--- src/rtl/prog_loader.sv ---
// prog_loader: packs a big-endian byte stream into 32-bit words, writes them to instruction memory, then runs the processor
//   clock, rst_n          : rising-edge clock, asynchronous active-low reset
//   in_valid, in_ready    : byte-stream handshake; a byte is taken when both are high
//   in_byte, in_last      : program byte (first byte of a word is its MSB), final-byte marker
//   start                 : re-arms the loader from DONE
//   addr, wr, wdata       : instruction-memory write port
//   working, done, err    : run enable, run finished, load overflowed without in_last
//   word_count            : words written in the current load
module prog_loader #(
    parameter int MAX_WORDS  = 256,
    parameter int RUN_CYCLES = 28,
    parameter int CNT_W      = 16
) (
    input  logic             clock,
    input  logic             rst_n,
    input  logic             in_valid,
    output logic             in_ready,
    input  logic [7:0]       in_byte,
    input  logic             in_last,
    input  logic             start,
    output logic [31:0]      addr,
    output logic             wr,
    output logic [31:0]      wdata,
    output logic             working,
    output logic             done,
    output logic             err,
    output logic [CNT_W-1:0] word_count
);
    localparam logic [2:0] S_LOAD   = 3'd0;
    localparam logic [2:0] S_WRITE  = 3'd1;
    localparam logic [2:0] S_SETTLE = 3'd2;
    localparam logic [2:0] S_RUN    = 3'd3;
    localparam logic [2:0] S_DONE   = 3'd4;
    localparam logic [CNT_W-1:0] WC_MAX   = CNT_W'(MAX_WORDS);
    localparam logic [CNT_W-1:0] RUN_LAST = CNT_W'(RUN_CYCLES - 1);

    logic [2:0]       state_q, state_d;
    logic [1:0]       idx_q, idx_d;
    logic [31:0]      asm_q, asm_d;
    logic             last_q, last_d;
    logic [CNT_W-1:0] word_count_q, word_count_d;
    logic [CNT_W-1:0] run_q, run_d;
    logic [31:0]      addr_q, addr_d;
    logic             wr_q, wr_d;
    logic [31:0]      wdata_q, wdata_d;
    logic             working_q, working_d;
    logic             done_q, done_d;
    logic             err_q, err_d;
    logic [31:0]      byte_word;
    logic [CNT_W-1:0] wc_inc;

    always_comb begin
        state_d      = state_q;
        idx_d        = idx_q;
        asm_d        = asm_q;
        last_d       = last_q;
        word_count_d = word_count_q;
        run_d        = run_q;
        addr_d       = addr_q;
        wr_d         = wr_q;
        wdata_d      = wdata_q;
        working_d    = working_q;
        done_d       = done_q;
        err_d        = err_q;
        // incoming byte lands in the slot selected by the byte index; unfilled slots stay zero
        byte_word    = asm_q | ({in_byte, 24'h0} >> {idx_q, 3'b000});
        wc_inc       = word_count_q + CNT_W'(1);
        case (state_q)
            S_LOAD: if (in_valid) begin
                idx_d = idx_q + 2'd1;
                asm_d = byte_word;
                if (idx_q == 2'd3 || in_last) begin
                    state_d = S_WRITE;
                    wr_d    = 1'b1;
                    addr_d  = 32'(word_count_q);
                    wdata_d = byte_word;
                    last_d  = in_last;
                end
            end
            S_WRITE: begin
                word_count_d = wc_inc;
                idx_d        = 2'd0;
                asm_d        = 32'h0;
                wr_d         = 1'b0;
                addr_d       = 32'h0;
                wdata_d      = 32'h0;
                state_d      = (last_q || wc_inc == WC_MAX) ? S_SETTLE : S_LOAD;
                err_d        = err_q | (wc_inc == WC_MAX && !last_q);
            end
            S_SETTLE: begin
                state_d   = S_RUN;
                run_d     = '0;
                working_d = 1'b1;
            end
            S_RUN: begin
                run_d = run_q + CNT_W'(1);
                if (run_q == RUN_LAST) begin
                    state_d   = S_DONE;
                    working_d = 1'b0;
                    done_d    = 1'b1;
                end
            end
            S_DONE: if (start) begin
                state_d      = S_LOAD;
                word_count_d = '0;
                done_d       = 1'b0;
                err_d        = 1'b0;
            end
            default: state_d = S_LOAD;
        endcase
    end

    always_ff @(posedge clock or negedge rst_n) begin
        if (!rst_n) begin
            state_q      <= S_LOAD;
            idx_q        <= 2'd0;
            asm_q        <= 32'h0;
            last_q       <= 1'b0;
            word_count_q <= '0;
            run_q        <= '0;
            addr_q       <= 32'h0;
            wr_q         <= 1'b0;
            wdata_q      <= 32'h0;
            working_q    <= 1'b0;
            done_q       <= 1'b0;
            err_q        <= 1'b0;
        end else begin
            state_q      <= state_d;
            idx_q        <= idx_d;
            asm_q        <= asm_d;
            last_q       <= last_d;
            word_count_q <= word_count_d;
            run_q        <= run_d;
            addr_q       <= addr_d;
            wr_q         <= wr_d;
            wdata_q      <= wdata_d;
            working_q    <= working_d;
            done_q       <= done_d;
            err_q        <= err_d;
        end
    end

    assign in_ready   = state_q == S_LOAD;
    assign addr       = addr_q;
    assign wr         = wr_q;
    assign wdata      = wdata_q;
    assign working    = working_q;
    assign done       = done_q;
    assign err        = err_q;
    assign word_count = word_count_q;
endmodule
--- config.mk ---
export PLATFORM = sky130hd
export DESIGN_NAME = prog_loader
export DESIGN_NICKNAME = d
export VERILOG_FILES = /design/src/rtl/prog_loader.sv
export SDC_FILE = /design/constraint.sdc
export NUM_CORES = 1
export LEC_CHECK = 0
export ABC_AREA = 1
export CORE_UTILIZATION = 53
export CTS_CLUSTER_DIAMETER = 50
export DETAILED_ROUTE_END_ITERATION = 6
export PLACE_DENSITY = 0.8
export SETUP_SLACK_MARGIN = 0.3
export SLEW_MARGIN = 5
export SYNTH_ARGS = -nofsm -noshare
export SYNTH_HDL_FRONTEND = slang
export SYNTH_SLANG_ARGS = --single-unit
--- constraint.sdc ---
create_clock -name clock -period 2.4 [get_ports clock]
set_clock_uncertainty 0.2 [all_clocks]
set_input_delay 0.48 -clock clock [delete_from_list [all_inputs] [get_ports clock]]
set_output_delay 0.48 -clock clock [all_outputs]
set_load 0.05 [all_outputs]
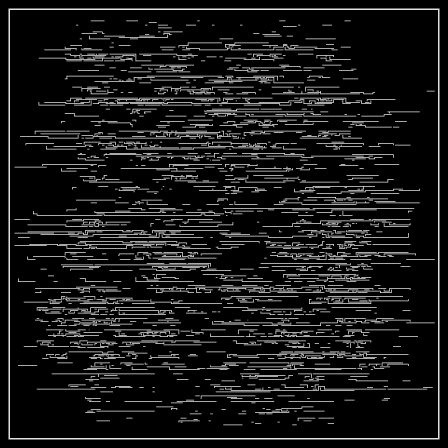
**Above:** signal wires on met1.
longest straight run = 28.1 um
nets with wire on the layer = 706
share of all routed wire = 42%

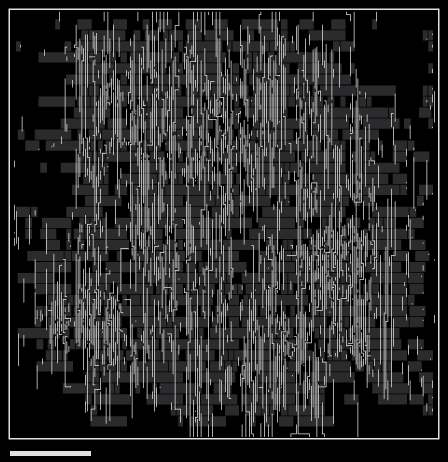
**Above:** M2 wires.
Scale bar: 20 um. Cells faint in the background.
share of all routed wire = 48%
main direction = vertical
longest straight run = 37.1 um
wire length on this layer = 6950 um
nets with wire on the layer = 676

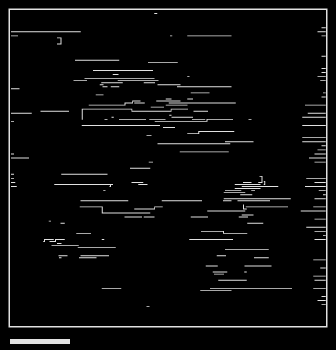
**Above:** the metal 3 layer.
Scale bar: 20 um.
wire length on this layer = 1050 um
nets with wire on the layer = 126
share of all routed wire = 7.3%
main direction = horizontal
longest straight run = 27.1 um

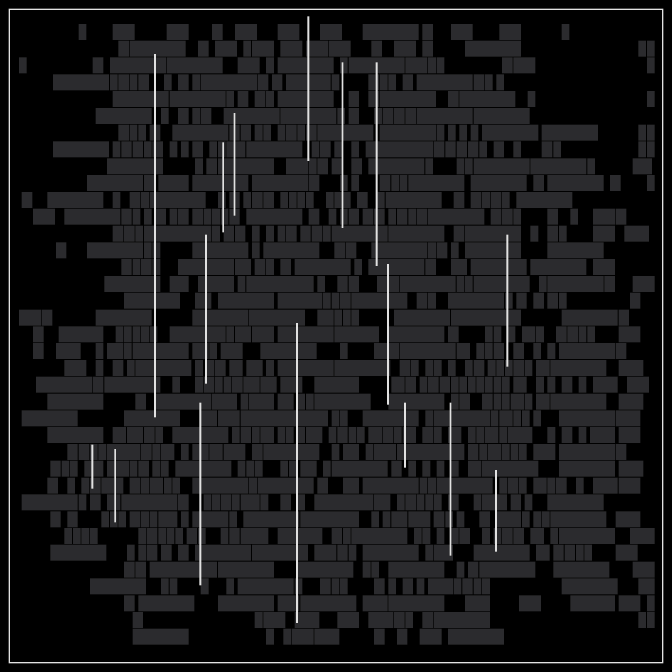
**Above:** signal wires on met4.
Cells faint in the background.
share of all routed wire = 2.7%
main direction = vertical
wire length on this layer = 382 um

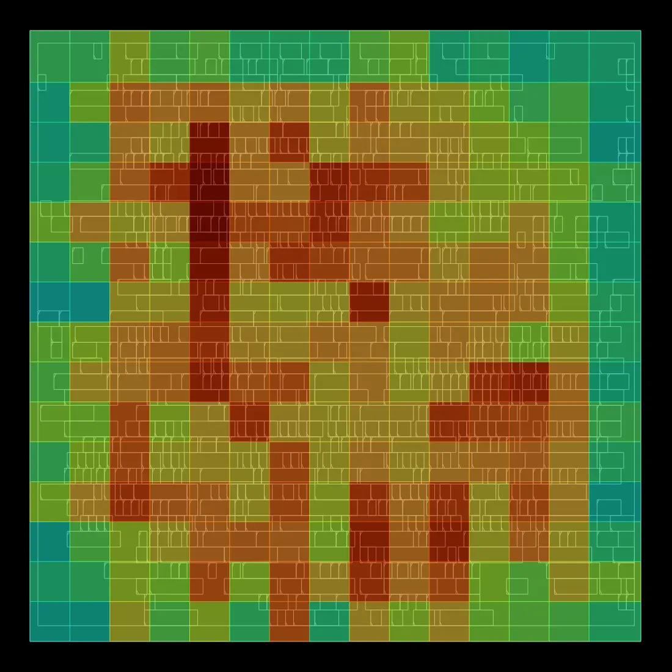
**Above:** track usage over the die.
met2 track demand over resource in global routing: 0.448
highest-utilization routing layer at the global route stage: met2
met3 Track Usage GR: 0.0606

==> commit_impl_results.txt <==
Record implementation results from latest flow run

- Number of antenna violations at the first check in global routing: 0
- Number of slew-limit violations in the final report: 0
- Required time worst endpoint: 1.72 ns
- Gpl congestion: 0.908
- Warnings reported by Yosys during synthesis add up to 0.
- Ant diodes: 0
* Area figure in the yosys stat output: 5680 sq um
- Number of optimization iterations in the first detailed-route pass: 5
- The path class of the tightest hold or removal check is in -> async.
- Cell count after synthesis: about 680
- Of the total power, the clock network draws 0.273.
- The global route stage reports its total congestion overflow as 0.
- The internal portion of the total power is 0.00513 W.
- The worst setup path is of the reg -> out kind.
- Post-layout net count: 790
* Detailed-route via count: 5031
- The worst register-to-register path has a depth of 9.
- For this run, the total global-route usage over all layers was measured as 0.270.
* Crit path time final: just over 2 ns
* Wire length of the first global-routing pass: 23200 um
* Max-capacitance violation count: 0
- The script logs the ratio of routed vias to standard cells as 5.46.
* Total negative slack: 0 ns
* Worst Path Max Fanout: 2
- R2r setup slk: 0.40 ns
* Routed wire per std cell: 15.6 um
- The arrival time of data at the worst endpoint is listed as 1.40 ns.
- Measured against the total synthesized area, the mux share comes to 0.
- Largest cells by area after synthesis: dfrtp_1 (54%), nand2_1 (11%), o21ai_0 (6.0%), inv_1 (5.3%), a21oi_1 (3.4%)
* CP Capture Type: output pin
- Net switching power figure: approximately 0.0039 W
* Post-synthesis register bit count: about 120
* Maximum number of pins on one net before global-route repair: 47
- Reg-to-reg endpoint: wdata[23]$_DFFE_PN0P_
- Total half-perimeter wirelength after legalization and detailed placement: 9360 um
- OpenROAD warnings: 28
- Clock transition at the registers of the reported paths: 0.06 ns
* Post-synth EDFFs: 0
* Chip Footprint: about 11000 sq um
- Cell total in the yosys stat output: 677
- Final core occ: 0.697
- Die span in y: approximately 110 um
- Inserted Clock Buffers: 17
- Comb. pwr: around 0.0039 W
- Starting density of the core: 0.548
* Asr flop ratio synth: 1.00
* Num ports: 98
- Top power consumer group: combinational cells
- In the routed design, unresolved DRC markers number 0.
- Area of the placeable core: between 10000 and 15000 sq um
- Tightest Pin Transition: between 0.5 and 0.6 ns
- Logic gate share of total power: 0.425
* Cycle use final: 0.866
- Clock latency on the worst-skew pair, taken at its later pin, is 0.53 ns.
- Per the placement log, port buffering inserted between 80 and 90 buffers.
- The analysis reports a worst IR drop on VDD of 0.740 mV.
- Peak clock frequency supported by timing: about 0.48 GHz
* Row count: 37
- The CTS log lists the clock sinks for this run as about 120.
- The flow reports power dissipated in the clock network as 0.00248 W.
- Post-route ant nets: 0
- Xor/xnor share: 0.00154
- Cell type with the highest aggregate area in the netlist: dfrtp_1
* TritonCTS clock tree: built
- Rel. slew slack: 0.647
- Once layout is done, the placed cells without fillers occupy 7230 sq um.
- Yosys simple share: 0.213
- Average cell area after synthesis: 8.39 sq um
* Sequential cell power: 0.00273 W
- Hold Violations, Final: 0
- Looking at the clock tree report, the maximum root-to-sink buffer count equals 2.
- Synth Area in Compound Gates: 0.141
- Overall power of the completed layout: 0.00906 W
- Per the run report, area growth between synthesis and finish was 27.2%.
- Of the combinational cells, the family taking the most area is simple AND/OR/NAND/NOR gates.
- The critical path ends at in_ready.
- Final setup viols: 0
- Summing all placed instances gives a cell area of 6630 sq um.
- By instance count after routing, the leading logic cell type is nand2_1.
- Of the post-synthesis cell area, the dominant cell type holds 0.537.
* Synthesized area: 5680 sq um
- In this run the static leakage power is 3.40 nW.
- CP startpoint kind: flop
- Setup repair after global routing could not meet its margin everywhere.
- Per Yosys stat, the portion of area used by sequential elements is 0.537.
- The die is about 110 um wide.
- Top_reg_cell synth: dfrtp_1
- Distinct lib cells: 35
* Crit path from: state_q[1]$_DFFE_PN0P_
- Run status: completed
- Of the cells placed in the final design, the portion with a size suffix greater than 1 is 0.150.
- Hold is met by between 0.2 and 0.3 ns.
* Via count of the first global-routing pass: 4827
- The power report attributes to the sequential group a share of 0.302.
- Root Buffer: clkbuf_8
- Commonest cells after routing, fill and taps aside: nand2_1 (174), dfrtp_1 (120), inv_1 (80)
- Per the synthesis report, the adder-cell share of the synthesized area is 0.00661.
- The detailed router reported a total wirelength of 14400 um.
* CTS H-tree lvls: 4
- In this run the critical register-to-register path is launched from idx_q[0]$_DFFE_PN0P_.
- Pwr/cell area: 1250 nW/um^2
* Sw Share: 0.434
- Once iteration 0 of detailed routing completed, the report listed about 400 DRC markers.
[critical path, cell delays in order (launching register included)]
cell and delay, ns:
dfrtp_1 0.37, nor2_1 0.13, inv_2 0.08, nor2_4 0.13
buf_12 0.15
[stage by stage]
stage               setup WS, ns  std cells
floorplan                  0.308        692
global placement           0.149        881
detailed placement         0.143        881
CTS                        0.135        917
global route               0.266        922
finish                     0.322        922
[per-layer routing]
metal / global-route usage / vias to the layer above / share of wire
met5: 0 / - / 0
met2: 0.448 / 252 / 0.48
met4: 0.117 / 0 / 0.027
met1: 0.340 / 2381 / 0.42
li1: - / 2359 / -
met3: 0.0606 / 39 / 0.073
[final cells by class]
class	count	area (sq um)
Clock buffer	22	443
Clock inverter	9	123
Fill cell	794	3140
Inverter	88	334
Multi-Input combinational cell	444	2140
Sequential cell	122	3060
Tap cell	136	170
Timing Repair Buffer	101	967
[synthesized netlist by cell type, types with 6 or more instances]
library cell	n
nand3_1	23
o22ai_1	7
inv_2	6
nor3_1	12
inv_1	80
buf_4	23
a21oi_1	39
nand2_1	174
nor2_1	32
nand4_1	8
dfrtp_1	122
clkbuf_1	10
o21ai_1	26
nor2_2	7
o21ai_0	68
[registers in the layout, summed over array words and instances, names as in the netlist]
register and cells:
wr 1, idx_q 2, state_q 3, asm_q 32, last_q 1, wdata 32
addr 16, done 1, word_count 16, err 1, run_q 16, working 1
[timing repair]
item / 4_1_cts / 5_1_grt
endpoints found under the setup margin: 69 / 60
gates resized: 123 / 61
hold buffers: 1 / 0
gates cloned: 0 / 1
endpoints found under the hold margin: 33 / 0
pin swaps: 2 / 3
setup buffers: 4 / 4
[cell families after synthesis]
family / Yosys count
flip-flops: 122
XOR/XNOR: 1
other: 1
buffers and inverters: 126
AND-OR/OR-AND: 151
adder cells (fa/ha/maj): 3
AND/OR/NAND/NOR: 273
Power is estimated from default activity; no workload was simulated.
